==> src/rtl/core_dma.sv <==
// Multi-channel DMA engine: halts the CPU via O_ready, then performs block copies
// or single-byte fetches on the CPU bus, one bus cycle per I_cycle strobe.
module core_dma #(
  parameter int unsigned CHANNELS  = 2,
  parameter int unsigned LEN_WIDTH = 8,
  parameter bit          ALIGN     = 1'b1
) (
  input  logic                            I_clock,
  input  logic                            I_reset,
  input  logic                            I_cycle,
  input  logic                            I_cpu_rdwr,
  input  logic [7:0]                      I_rd_data,
  input  logic [CHANNELS-1:0]             I_req,
  input  logic [2*CHANNELS-1:0]           I_mode,
  input  logic [16*CHANNELS-1:0]          I_src,
  input  logic [16*CHANNELS-1:0]          I_dst,
  input  logic [LEN_WIDTH*CHANNELS-1:0]   I_len,
  output logic                            O_ready,
  output logic                            O_bus_en,
  output logic [15:0]                     O_addr,
  output logic [7:0]                      O_wr_data,
  output logic                            O_rdwr,
  output logic [CHANNELS-1:0]             O_busy,
  output logic [CHANNELS-1:0]             O_done,
  output logic [7:0]                      O_fetch_data,
  output logic                            O_fetch_valid
);

  localparam int unsigned CH_W = (CHANNELS > 1) ? $clog2(CHANNELS) : 1;

  typedef enum logic [2:0] {
    S_IDLE, S_HALT, S_ALIGN, S_READ, S_WRITE, S_FETCH, S_DONE
  } state_e;

  state_e                state_q, state_d;
  logic [CH_W-1:0]       ch_q, ch_d;
  logic [CHANNELS-1:0]   pend_q, pend_d;
  logic                  parity_q, parity_d;
  logic [1:0]            mode_q, mode_d;
  logic [15:0]           src_q, src_d;
  logic [15:0]           dst_q, dst_d;
  logic [LEN_WIDTH-1:0]  cnt_q, cnt_d;
  logic                  ready_q, ready_d;
  logic                  bus_en_q, bus_en_d;
  logic [15:0]           addr_q, addr_d;
  logic [7:0]            wr_data_q, wr_data_d;
  logic                  rdwr_q, rdwr_d;
  logic [CHANNELS-1:0]   done_q, done_d;
  logic [7:0]            fetch_data_q, fetch_data_d;
  logic                  fetch_valid_q, fetch_valid_d;

  logic                  grant_any;
  logic [CH_W-1:0]       grant_ch;
  int unsigned           grant_sel;
  logic [1:0]            g_mode;
  logic [15:0]           g_src;
  logic [15:0]           g_dst;
  logic [LEN_WIDTH-1:0]  g_len;

  function automatic state_e first_state(input logic [1:0] m, input logic par);
    if (m[1])
      return S_FETCH;
    else if (ALIGN && par)
      return S_ALIGN;
    return S_READ;
  endfunction

  // Fixed priority: lowest-index requester; a same-clock request also counts so
  // the halt can start one clock after I_req.
  always_comb begin
    grant_any = 1'b0;
    grant_ch  = '0;
    for (int unsigned i = 0; i < CHANNELS; i++) begin
      if ((pend_q[i] || I_req[i]) && !grant_any) begin
        grant_any = 1'b1;
        grant_ch  = CH_W'(i);
      end
    end
    grant_sel = 32'(grant_ch);
    g_mode    = I_mode[2*grant_sel +: 2];
    g_src     = I_src[16*grant_sel +: 16];
    g_dst     = I_dst[16*grant_sel +: 16];
    g_len     = I_len[LEN_WIDTH*grant_sel +: LEN_WIDTH];
  end

  always_comb begin
    state_d       = state_q;
    ch_d          = ch_q;
    pend_d        = pend_q | I_req;
    parity_d      = parity_q ^ I_cycle;
    mode_d        = mode_q;
    src_d         = src_q;
    dst_d         = dst_q;
    cnt_d         = cnt_q;
    ready_d       = ready_q;
    bus_en_d      = bus_en_q;
    addr_d        = addr_q;
    wr_data_d     = wr_data_q;
    rdwr_d        = rdwr_q;
    done_d        = '0;
    fetch_data_d  = fetch_data_q;
    fetch_valid_d = 1'b0;

    unique case (state_q)
      S_IDLE: begin
        if (grant_any) begin
          state_d = S_HALT;
          ready_d = 1'b0;
          ch_d    = grant_ch;
          mode_d  = g_mode;
          src_d   = g_src;
          dst_d   = g_dst;
          cnt_d   = g_len;
        end
      end
      S_HALT: begin
        if (I_cycle && I_cpu_rdwr) begin
          state_d  = first_state(mode_q, parity_d);
          bus_en_d = 1'b1;
          rdwr_d   = 1'b1;
          addr_d   = src_q;
        end
      end
      S_ALIGN: begin
        if (I_cycle)
          state_d = S_READ;
      end
      S_READ: begin
        if (I_cycle) begin
          wr_data_d = I_rd_data;
          rdwr_d    = 1'b0;
          addr_d    = dst_q;
          state_d   = S_WRITE;
        end
      end
      S_WRITE: begin
        if (I_cycle) begin
          src_d  = src_q + 16'd1;
          dst_d  = mode_q[0] ? dst_q : dst_q + 16'd1;
          cnt_d  = cnt_q - LEN_WIDTH'(1);
          rdwr_d = 1'b1;
          addr_d = src_q + 16'd1;
          // A loaded count of zero wraps through all 2**LEN_WIDTH values.
          if (cnt_q == LEN_WIDTH'(1)) begin
            state_d      = S_DONE;
            pend_d[ch_q] = 1'b0;
            done_d[ch_q] = 1'b1;
          end else begin
            state_d = S_READ;
          end
        end
      end
      S_FETCH: begin
        if (I_cycle) begin
          fetch_data_d  = I_rd_data;
          fetch_valid_d = 1'b1;
          state_d       = S_DONE;
          pend_d[ch_q]  = 1'b0;
          done_d[ch_q]  = 1'b1;
        end
      end
      S_DONE: begin
        if (grant_any) begin
          state_d  = first_state(g_mode, parity_d);
          ch_d     = grant_ch;
          mode_d   = g_mode;
          src_d    = g_src;
          dst_d    = g_dst;
          cnt_d    = g_len;
          bus_en_d = 1'b1;
          rdwr_d   = 1'b1;
          addr_d   = g_src;
        end else begin
          state_d  = S_IDLE;
          ready_d  = 1'b1;
          bus_en_d = 1'b0;
          rdwr_d   = 1'b1;
        end
      end
      default: state_d = S_IDLE;
    endcase
  end

  always_ff @(posedge I_clock or negedge I_reset) begin
    if (!I_reset) begin
      state_q       <= S_IDLE;
      ch_q          <= '0;
      pend_q        <= '0;
      parity_q      <= 1'b0;
      mode_q        <= '0;
      src_q         <= '0;
      dst_q         <= '0;
      cnt_q         <= '0;
      ready_q       <= 1'b1;
      bus_en_q      <= 1'b0;
      addr_q        <= '0;
      wr_data_q     <= '0;
      rdwr_q        <= 1'b1;
      done_q        <= '0;
      fetch_data_q  <= '0;
      fetch_valid_q <= 1'b0;
    end else begin
      state_q       <= state_d;
      ch_q          <= ch_d;
      pend_q        <= pend_d;
      parity_q      <= parity_d;
      mode_q        <= mode_d;
      src_q         <= src_d;
      dst_q         <= dst_d;
      cnt_q         <= cnt_d;
      ready_q       <= ready_d;
      bus_en_q      <= bus_en_d;
      addr_q        <= addr_d;
      wr_data_q     <= wr_data_d;
      rdwr_q        <= rdwr_d;
      done_q        <= done_d;
      fetch_data_q  <= fetch_data_d;
      fetch_valid_q <= fetch_valid_d;
    end
  end

  assign O_ready       = ready_q;
  assign O_bus_en      = bus_en_q;
  assign O_addr        = addr_q;
  assign O_wr_data     = wr_data_q;
  assign O_rdwr        = rdwr_q;
  assign O_busy        = pend_q;
  assign O_done        = done_q;
  assign O_fetch_data  = fetch_data_q;
  assign O_fetch_valid = fetch_valid_q;

endmodule

==> config.mk <==
export PLATFORM = sky130hd
export DESIGN_NAME = core_dma
export DESIGN_NICKNAME = d
export VERILOG_FILES = /design/src/rtl/core_dma.sv
export SDC_FILE = /design/constraint.sdc
export NUM_CORES = 1
export LEC_CHECK = 0
export CORE_ASPECT_RATIO = 0.5
export CORE_MARGIN = 4
export CORE_UTILIZATION = 45
export DETAILED_ROUTE_END_ITERATION = 10
export GPL_TIMING_DRIVEN = 1
export PLACE_DENSITY = 0.78
export SKIP_LAST_GASP = 1
export SYNTH_ARGS = -nofsm -noshare
export SYNTH_HDL_FRONTEND = slang
export SYNTH_SLANG_ARGS = --single-unit
export TNS_END_PERCENT = 1
==> constraint.sdc <==
create_clock -name I_clock -period 1.8 [get_ports I_clock]
set_input_delay 0.18 -clock I_clock [delete_from_list [all_inputs] [get_ports I_clock]]
set_output_delay 0.18 -clock I_clock [all_outputs]
set_load 0.05 [all_outputs]
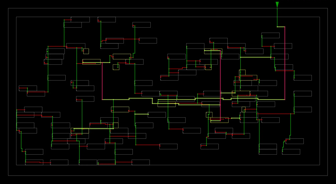
Fig. 1. Clock wiring as the flow saved it (run 1).
clock network power: 1810 µW
clock sink count: 87

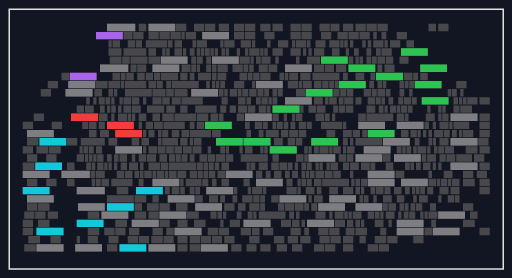
Fig. 2. Sequential cells coloured by netlist name (run 1).
Drawn at 3 px/µm. Other sequential cells in the stronger grey, the rest of the logic in the fainter grey.
legend:
  O_done:
    colour: purple
    flops: 2
  O_fetch_data:
    colour: cyan
    flops: 8
  dst_q:
    colour: green
    flops: 16
  state_q:
    colour: red
    flops: 3

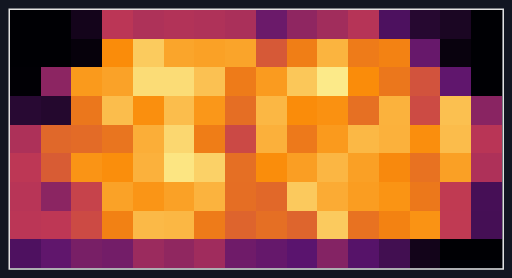
Fig. 3. Cell area per tile (run 1).
Drawn at 3 px/µm. 16 x 9 tiles, from black (low) to pale yellow (high), 0 to 100% covered.
densest ninth of the die: centre
tiles over 75% full: 36%
nearly empty tiles: 7.6%
fullest tile: 96%
mean over tiles: 56%

==> results.sh, run 1 <==
# physical design summary
export IMPL_outcome="finished with violations"
export IMPL_violations="setup timing"
export IMPL_powerDensity_nw_per_um2=1836
export IMPL_die_h_um=86.07
export IMPL_synth_edff_count=0
export IMPL_simple_gate_area_share_pct=20.00
export IMPL_worstSetupEndpointType="flip-flop"
export IMPL_comb_power_uw=9460
export IMPL_ys_async_sr_fraction_pct=100.0
export IMPL_antenna_found_initial=0
export IMPL_grt_pass1_wl_mm=28.20
export IMPL_max_cap_violations=0
export IMPL_core_um2=11880
export IMPL_fmax_ghz=0.5346
export IMPL_inverters=12
export IMPL_pg_seq_uw=3750
export IMPL_use_met2_pct=42.06
export IMPL_num_vias=5946
export IMPL_critPathMaxStageDelay_ps=440
export IMPL_critical_path_class="reg2reg"
export IMPL_min_to="O_busy[1]$_DFF_PN0_"
export IMPL_seq_share_pct=26.70
export IMPL_syn_cell_area_um2=5485
export IMPL_setup_slack_ps=-70.67
export IMPL_clkCellAreaFrac_pct=3.429
export IMPL_first_global_vias=5937
export IMPL_yosysTopAreaCell="dfrtp_1"
export IMPL_track_usage_pct=24.74
export IMPL_io_pins=138
export IMPL_clockBufferCount=9
export IMPL_synth_flops=87
export IMPL_cts_buffers=9
export IMPL_hold_buffers=1
export IMPL_setup_viol=22
export IMPL_crit_family="AND-OR/OR-AND gates"
export IMPL_setup_tns_final_ps=-469.0
export IMPL_cts_htree_levels=3
export IMPL_fp_row_count=28
export IMPL_worst_path_buf_inv=2
export IMPL_synth_most_common_cell="nand2_1"
export IMPL_wl_met1_mm=7.491
export IMPL_period_used_pct=103.9
export IMPL_arrival_ps=2110
export IMPL_pre_cts_ws_ps=-398.1
export IMPL_grt_use_met3_pct=5.377
export IMPL_vdd_ir_drop_max_v=0.0009703
export IMPL_layout_drive_gt1_share_pct=22.12
export IMPL_path_clk_slew_ps=70
export IMPL_io_buffers=137
export IMPL_fillers=913
export IMPL_die_width_um=164.1
export IMPL_power_leader="combinational logic"
export IMPL_wl_met2_mm=8.744
export IMPL_comb_power_share_pct=63.0
export IMPL_clock_root_buffer="clkbuf_16"
export IMPL_ys_types=57
export IMPL_setup_worst_path_start="O_busy[1]$_DFF_PN0_"
export IMPL_non_clock_buffer_area_share_pct=28.48
export IMPL_ys_cells=652
export IMPL_taps=165
export IMPL_hold_class="in2reg"
export IMPL_busiest_layer="met2"
export IMPL_pwr_share_clk_pct=12.0
export IMPL_comb_area_share_pct=38.32
export IMPL_topCellsByArea="dfrtp_1, a21oi_1, nand2_1, mux2_2, nor2_1"
export IMPL_maxSlewHeadroom_pct=62.71
export IMPL_clock_latency_ps=350
export IMPL_worst_r2r_startpoint="O_busy[1]$_DFF_PN0_"
export IMPL_ys_seq_share_pct=39.74
export IMPL_placed_area_um2=7736
export IMPL_synthAoiAreaFrac_pct=24.36
export IMPL_p_int_uw=8021
export IMPL_synthTopLogicFamily="AND-OR/OR-AND gates"
export IMPL_avgSynthCellArea_um2=8.413
export IMPL_cts_tree="built"
export IMPL_place_congestion=0.9132
export IMPL_fin_util_pct=68.82
export IMPL_r2r_end="O_addr[8]$_DFFE_PN0P_"
export IMPL_wl_met3_mm=1.382
export IMPL_wl_per_cell_um=17.44
export IMPL_critical_path_required_ps=2040
export IMPL_drtAntennaViolNets=0
export IMPL_warnings=30
export IMPL_timing_final_crit_period_ps=1871
export IMPL_ff_count=87
export IMPL_crit_fanout=9
export IMPL_tightest_slew_ps=559.4
export IMPL_wirelength_mm=18.01
export IMPL_hp_start="I_req[1]"
export IMPL_worst_hold_slack_ps=352.5
export IMPL_comb_cells=506
export IMPL_fp_utilization_pct=46.19
export IMPL_fin_area_um2=8173
export IMPL_xor_share_pct=1.756
export IMPL_setup_worst_path_end="O_addr[8]$_DFFE_PN0P_"
export IMPL_grt_max_degree=39
export IMPL_cp_slowest_cell="dfrtp_2"
export IMPL_dieArea_um2=14130
export IMPL_first_iter_violations=503
export IMPL_antenna_cells_inserted=0
export IMPL_top_layer_used="met4"
export IMPL_drc=0
export IMPL_instances_no_fill=1033
export IMPL_viasPerCell=5.756
export IMPL_dp_hpwl_mm=13.20
export IMPL_cts_resized=4
export IMPL_power_switching_uw=6987
export IMPL_top_cell_area_share_pct=38.78
export IMPL_largest_class="multi-input combinational cells"
## Run 2: what changed since run 1
--- a/config.mk
+++ b/config.mk
@@ -10,7 +10,7 @@
 export CORE_UTILIZATION = 45
 export DETAILED_ROUTE_END_ITERATION = 10
 export GPL_TIMING_DRIVEN = 1
-export PLACE_DENSITY = 0.78
+export PLACE_DENSITY = 0.75
 export SKIP_LAST_GASP = 1
 export SYNTH_ARGS = -nofsm -noshare
 export SYNTH_HDL_FRONTEND = slang
==> constraint.sdc (replaced) <==
create_clock -name I_clock -period 1.93 [get_ports I_clock]
set_input_delay 0.193 -clock I_clock [delete_from_list [all_inputs] [get_ports I_clock]]
set_output_delay 0.193 -clock I_clock [all_outputs]
set_load 0.05 [all_outputs]
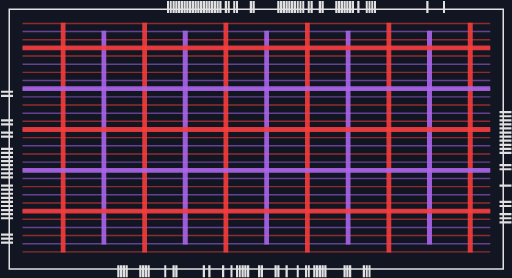
Fig. 4. PDN straps and rails (run 2).
Drawn at 3 px/µm. Pins as bars on the die edge.
legend:
  VSS:
    colour: red
  VDD:
    colour: purple
met5 straps: 5
rows: 28
met1 rails: 29
signal pins: 138
met4 straps: 11

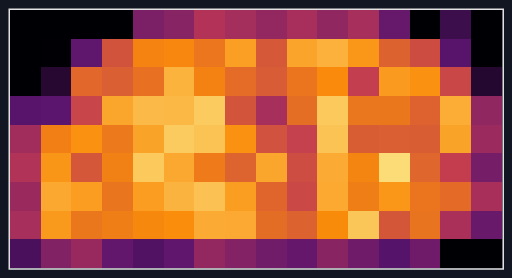
Fig. 5. Cell area per tile (run 2).
Drawn at 3 px/µm. 16 x 9 tiles, from black (low) to pale yellow (high), 0 to 100% covered.
final core utilization: 67.07%
fp_density: 46.19%
core footprint: 11880 µm²

==> run 2 against run 1 <==
Net effect:
- the run now ends clean
- register-to-register slack gained 90 ps
- hold slack lost 33 ps
- cell area fell by 2.5%
- synthesized area unchanged
- first-iteration DRC count shrank 0.40%
- clock-buffer cell count unchanged
- critical endpoint is now cnt_q[1]$_DFFE_PN0P_
- largest power group unchanged
==> results.sh, run 2 <==
# physical design summary
export IMPL_outcome="finished clean"
export IMPL_critPathMaxStageDelay_ps=450
export IMPL_clockBufferCount=9
export IMPL_yosysTopAreaCell="dfrtp_1"
export IMPL_inverters=12
export IMPL_final_nets=948
export IMPL_comb_power_share_pct=61.1
export IMPL_crit_family="buffers and inverters"
export IMPL_setup_worst_path_end="cnt_q[1]$_DFFE_PN0P_"
export IMPL_io_buffers=137
export IMPL_seq_share_pct=27.40
export IMPL_wl_met2_mm=7.982
export IMPL_worst_r2r_startpoint="O_busy[1]$_DFF_PN0_"
export IMPL_tightest_slew_ps=566.6
export IMPL_crit_path_frequent_cell="buf_4"
export IMPL_setup_tns_final_ps=0
export IMPL_critical_path_class="reg2reg"
export IMPL_ys_async_sr_fraction_pct=100.0
export IMPL_syn_cell_area_um2=5485
export IMPL_wirelength_mm=17.31
export IMPL_cts_htree_levels=3
export IMPL_setup_worst_path_start="O_busy[1]$_DFF_PN0_"
export IMPL_simple_gate_area_share_pct=20.00
export IMPL_io_pins=138
export IMPL_dp_hpwl_mm=12.76
export IMPL_arrival_ps=2140
export IMPL_place_congestion=0.9203
export IMPL_placed_area_um2=7609
export IMPL_r2r_end="cnt_q[1]$_DFFE_PN0P_"
export IMPL_drtAntennaViolNets=0
export IMPL_vdd_ir_drop_max_v=0.001166
export IMPL_wl_per_cell_um=17.04
export IMPL_hold_buffers=1
export IMPL_max_cap_violations=0
export IMPL_first_iter_violations=501
export IMPL_pg_seq_uw=3560
export IMPL_synthAoiAreaFrac_pct=24.36
export IMPL_timing_final_crit_period_ps=1914
export IMPL_cts_buffer_depth=2
export IMPL_grt_pass1_wl_mm=28.28
export IMPL_instances_no_fill=1016
export IMPL_power_leader="combinational logic"
export IMPL_synth_nets=754
export IMPL_pwr_share_clk_pct=12.8
export IMPL_avgSynthCellArea_um2=8.413
export IMPL_track_usage_pct=24.92
export IMPL_largest_class="multi-input combinational cells"
export IMPL_drc=0
export IMPL_path_clk_slew_ps=70
export IMPL_clkCellAreaFrac_pct=3.660
export IMPL_die_h_um=86.07
export IMPL_num_vias=5758
export IMPL_top_cell_area_share_pct=38.78
export IMPL_worst_path_buf_inv=3
export IMPL_ff_count=87
export IMPL_synth_most_common_cell="nand2_1"
export IMPL_crit_fanout=16
export IMPL_wl_met3_mm=1.034
export IMPL_comb_cells=506
export IMPL_period_used_pct=99.15
export IMPL_layout_drive_gt1_share_pct=18.68
export IMPL_pre_cts_ws_ps=-292.9
export IMPL_taps=165
export IMPL_startpoint_type="flip-flop"
export IMPL_maxSlewHeadroom_pct=62.23
export IMPL_synthTopLogicFamily="AND-OR/OR-AND gates"
export IMPL_antenna_found_initial=0
export IMPL_non_clock_buffer_area_share_pct=27.16
export IMPL_worst_r2r_path_depth=8
export IMPL_fin_area_um2=7965
export IMPL_grt_use_met3_pct=5.281
export IMPL_synth_edff_count=0
export IMPL_comb_power_uw=8330
export IMPL_worst_hold_slack_ps=319.6
export IMPL_cts_resized=2
export IMPL_xor_share_pct=1.756
export IMPL_cts_tree="built"
export IMPL_ys_types=57
export IMPL_area_delta_synth_final_pct=45.21
export IMPL_warnings=30
export IMPL_antenna_cells_inserted=0
export IMPL_pg_clk_uw=1750
export IMPL_fmax_ghz=0.5226
export IMPL_ys_seq_share_pct=39.74
export IMPL_first_global_vias=5716
export IMPL_comb_area_share_pct=38.63
export IMPL_topCellsByArea="dfrtp_1, a21oi_1, nand2_1, mux2_2, nor2_1"
export IMPL_viasPerCell=5.667
export IMPL_dieArea_um2=14130
export IMPL_wl_met1_mm=7.902
export IMPL_power_switching_uw=6411
export IMPL_top_layer_used="met4"
export IMPL_ys_cells=652
export IMPL_busiest_layer="met2"
export IMPL_worstSetupEndpointType="flip-flop"
export IMPL_fp_row_count=28
export IMPL_clock_latency_ps=350
export IMPL_fillers=993
export IMPL_synth_flops=87
export IMPL_grt_max_degree=35
export IMPL_use_met2_pct=40.16
export IMPL_hold_class="in2async"
export IMPL_clock_sinks=87
export IMPL_critical_path_required_ps=2160
export IMPL_setup_slack_ps=16.32
export IMPL_p_int_uw=7235
export IMPL_setup_viol=0
export IMPL_die_width_um=164.1
export IMPL_cp_slowest_cell="dfrtp_2"
export IMPL_clock_root_buffer="clkbuf_16"
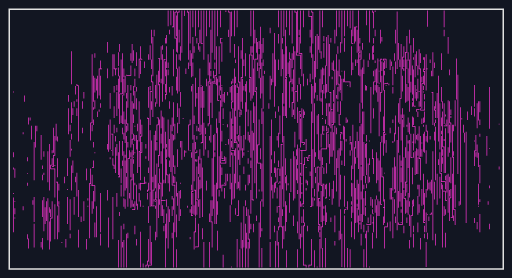
Fig. 6. Signal wires on met2 (run 2).
Drawn at 3 px/µm.
longest straight run: 36.7 µm
share of all routed wire: 46%
nets with wire on the layer: 792

## Run 3: what changed since run 2
--- a/config.mk
+++ b/config.mk
@@ -15,4 +15,4 @@
 export SYNTH_ARGS = -nofsm -noshare
 export SYNTH_HDL_FRONTEND = slang
 export SYNTH_SLANG_ARGS = --single-unit
-export TNS_END_PERCENT = 1
+export TNS_END_PERCENT = 50
==> run 3 against run 2 <==
Net effect:
- clock skew is essentially flat
- hold slack lost 120 ps
- sequential share of layout area shrank 0.35 points
- clock power grew 9%
- global-route usage grew 0.49 points
- cell area grew 1.5%
- first-iteration DRC count grew 4.6%
- sequential cell count is the same
- setup slack gained 20 ps
- critical endpoint is now dst_q[11]$_DFFE_PN0P_
==> results.sh, run 3 <==
# physical design summary
export IMPL_cp_slowest_cell="dfrtp_2"
export IMPL_max_cap_violations=0
export IMPL_startpoint_type="flip-flop"
export IMPL_wl_met1_mm=7.372
export IMPL_critical_path_required_ps=2150
export IMPL_synthTopLogicFamily="AND-OR/OR-AND gates"
export IMPL_r2r_end="dst_q[11]$_DFFE_PN0P_"
export IMPL_critPathMaxStageDelay_ps=440
export IMPL_cts_htree_levels=3
export IMPL_fp_row_count=28
export IMPL_wl_met3_mm=1.267
export IMPL_maxSlewHeadroom_pct=65.85
export IMPL_arrival_ps=2120
export IMPL_critical_path_class="reg2reg"
export IMPL_cts_tree="built"
export IMPL_wirelength_mm=17.67
export IMPL_crit_family="simple AND/OR/NAND/NOR gates"
export IMPL_num_vias=5911
export IMPL_top_layer_used="met4"
export IMPL_busiest_layer="met2"
export IMPL_io_pins=138
export IMPL_setup_viol=0
export IMPL_largest_class="multi-input combinational cells"
export IMPL_pg_clk_uw=1900
export IMPL_setup_tns_final_ps=0
export IMPL_worst_hold_slack_ps=198.5
export IMPL_clkCellAreaFrac_pct=3.978
export IMPL_pwr_share_clk_pct=13.6
export IMPL_cts_buffer_depth=2
export IMPL_comb_area_share_pct=38.22
export IMPL_hold_buffers=1
export IMPL_ys_async_sr_fraction_pct=100.0
export IMPL_use_met2_pct=43.33
export IMPL_ys_chip_area_um2=5485
export IMPL_layout_drive_gt1_share_pct=19.65
export IMPL_drc=0
export IMPL_topCellsByArea="dfrtp_1, a21oi_1, nand2_1, mux2_2, nor2_1"
export IMPL_dp_cells=998
export IMPL_grt_use_met3_pct=4.897
export IMPL_dp_hpwl_mm=12.78
export IMPL_power_switching_uw=6401
export IMPL_top_cell_area_share_pct=38.78
export IMPL_synth_nets=754
export IMPL_final_nets=952
export IMPL_p_int_uw=7565
export IMPL_drtAntennaViolNets=0
export IMPL_ys_seq_share_pct=39.74
export IMPL_path_clk_slew_ps=70
export IMPL_power_leader="combinational logic"
export IMPL_fp_utilization_pct=46.19
export IMPL_worstSetupEndpointType="flip-flop"
export IMPL_fin_area_um2=8083
export IMPL_wl_met2_mm=8.626
export IMPL_setup_slack_ps=36.29
export IMPL_io_buffers=137
export IMPL_fillers=914
export IMPL_ys_types=57
export IMPL_outcome="finished clean"
export IMPL_worst_r2r_startpoint="state_q[0]$_DFFE_PN0P_"
export IMPL_viasPerCell=5.795
export IMPL_core_um2=11880
export IMPL_warnings=28
export IMPL_vdd_ir_drop_max_v=0.001298
export IMPL_die_width_um=164.1
export IMPL_instances_no_fill=1020
export IMPL_syn_cell_area_um2=5485
export IMPL_cts_resized=2
export IMPL_synth_edff_count=0
export IMPL_grt_pass1_wl_mm=28.78
export IMPL_non_clock_buffer_area_share_pct=27.65
export IMPL_simple_gate_area_share_pct=20.00
export IMPL_clock_sinks=87
export IMPL_synth_most_common_cell="nand2_1"
export IMPL_antenna_found_initial=0
export IMPL_placed_area_um2=7641
export IMPL_clockBufferCount=9
export IMPL_pre_cts_ws_ps=-366.6
export IMPL_yosysTopAreaCell="dfrtp_1"
export IMPL_grt_max_degree=48
export IMPL_place_congestion=0.9432
export IMPL_fmax_ghz=0.5281
export IMPL_setup_worst_path_start="state_q[0]$_DFFE_PN0P_"
export IMPL_buffers=234
export IMPL_avgSynthCellArea_um2=8.413
export IMPL_comb_power_share_pct=60.7
export IMPL_comb_power_uw=8470
export IMPL_ys_cells=652
export IMPL_timing_final_crit_period_ps=1894
export IMPL_worst_r2r_path_depth=8
export IMPL_xor_share_pct=1.756
export IMPL_synth_flops=87
export IMPL_taps=165
export IMPL_period_used_pct=98.12
export IMPL_die_h_um=86.07
export IMPL_tightest_slew_ps=510.7
export IMPL_crit_fanout=18
export IMPL_wl_per_cell_um=17.32
export IMPL_first_iter_violations=524
export IMPL_area_delta_synth_final_pct=47.35
export IMPL_clock_root_buffer="clkbuf_16"
export IMPL_synthAoiAreaFrac_pct=24.36
export IMPL_ys_flop_type="dfrtp_1"
export IMPL_first_global_vias=5932
export IMPL_antenna_cells_inserted=0
export IMPL_dieArea_um2=14130
export IMPL_track_usage_pct=25.40
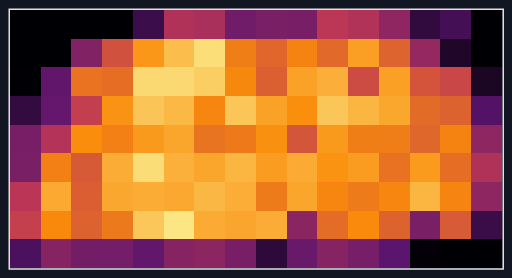
Fig. 7. Cell area per tile (run 3).
Drawn at 3 px/µm. 16 x 9 tiles, from black (low) to pale yellow (high), 0 to 100% covered.
final core utilization: 68.06%

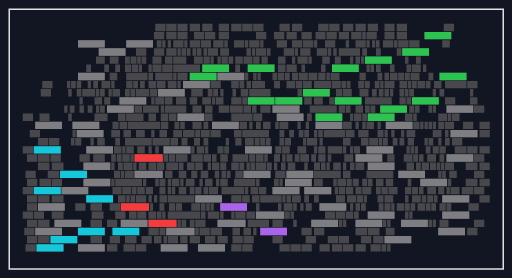
Fig. 8. Sequential cells coloured by netlist name (run 3).
Drawn at 3 px/µm. Other sequential cells in the stronger grey, the rest of the logic in the fainter grey.
legend:
  O_fetch_data:
    colour: cyan
    flops: 8
    where: south-west
  dst_q:
    colour: green
    flops: 16
  O_done:
    colour: purple
    flops: 2
  state_q:
    colour: red
    flops: 3
not coloured: 58
P_seq: 3590 µW
register area: 2186 µm²
flop share of the area: 27.04%

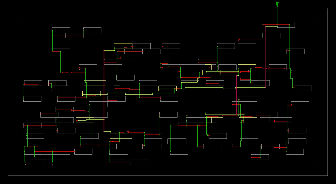
Fig. 9. Clock wiring as the flow saved it (run 3).
flip-flops: 87
Final Skew: 7.670 ps
total CTS buffers: 9
Clock Latency Late Sink: 350 ps

Power and IR drop assume default switching activity.
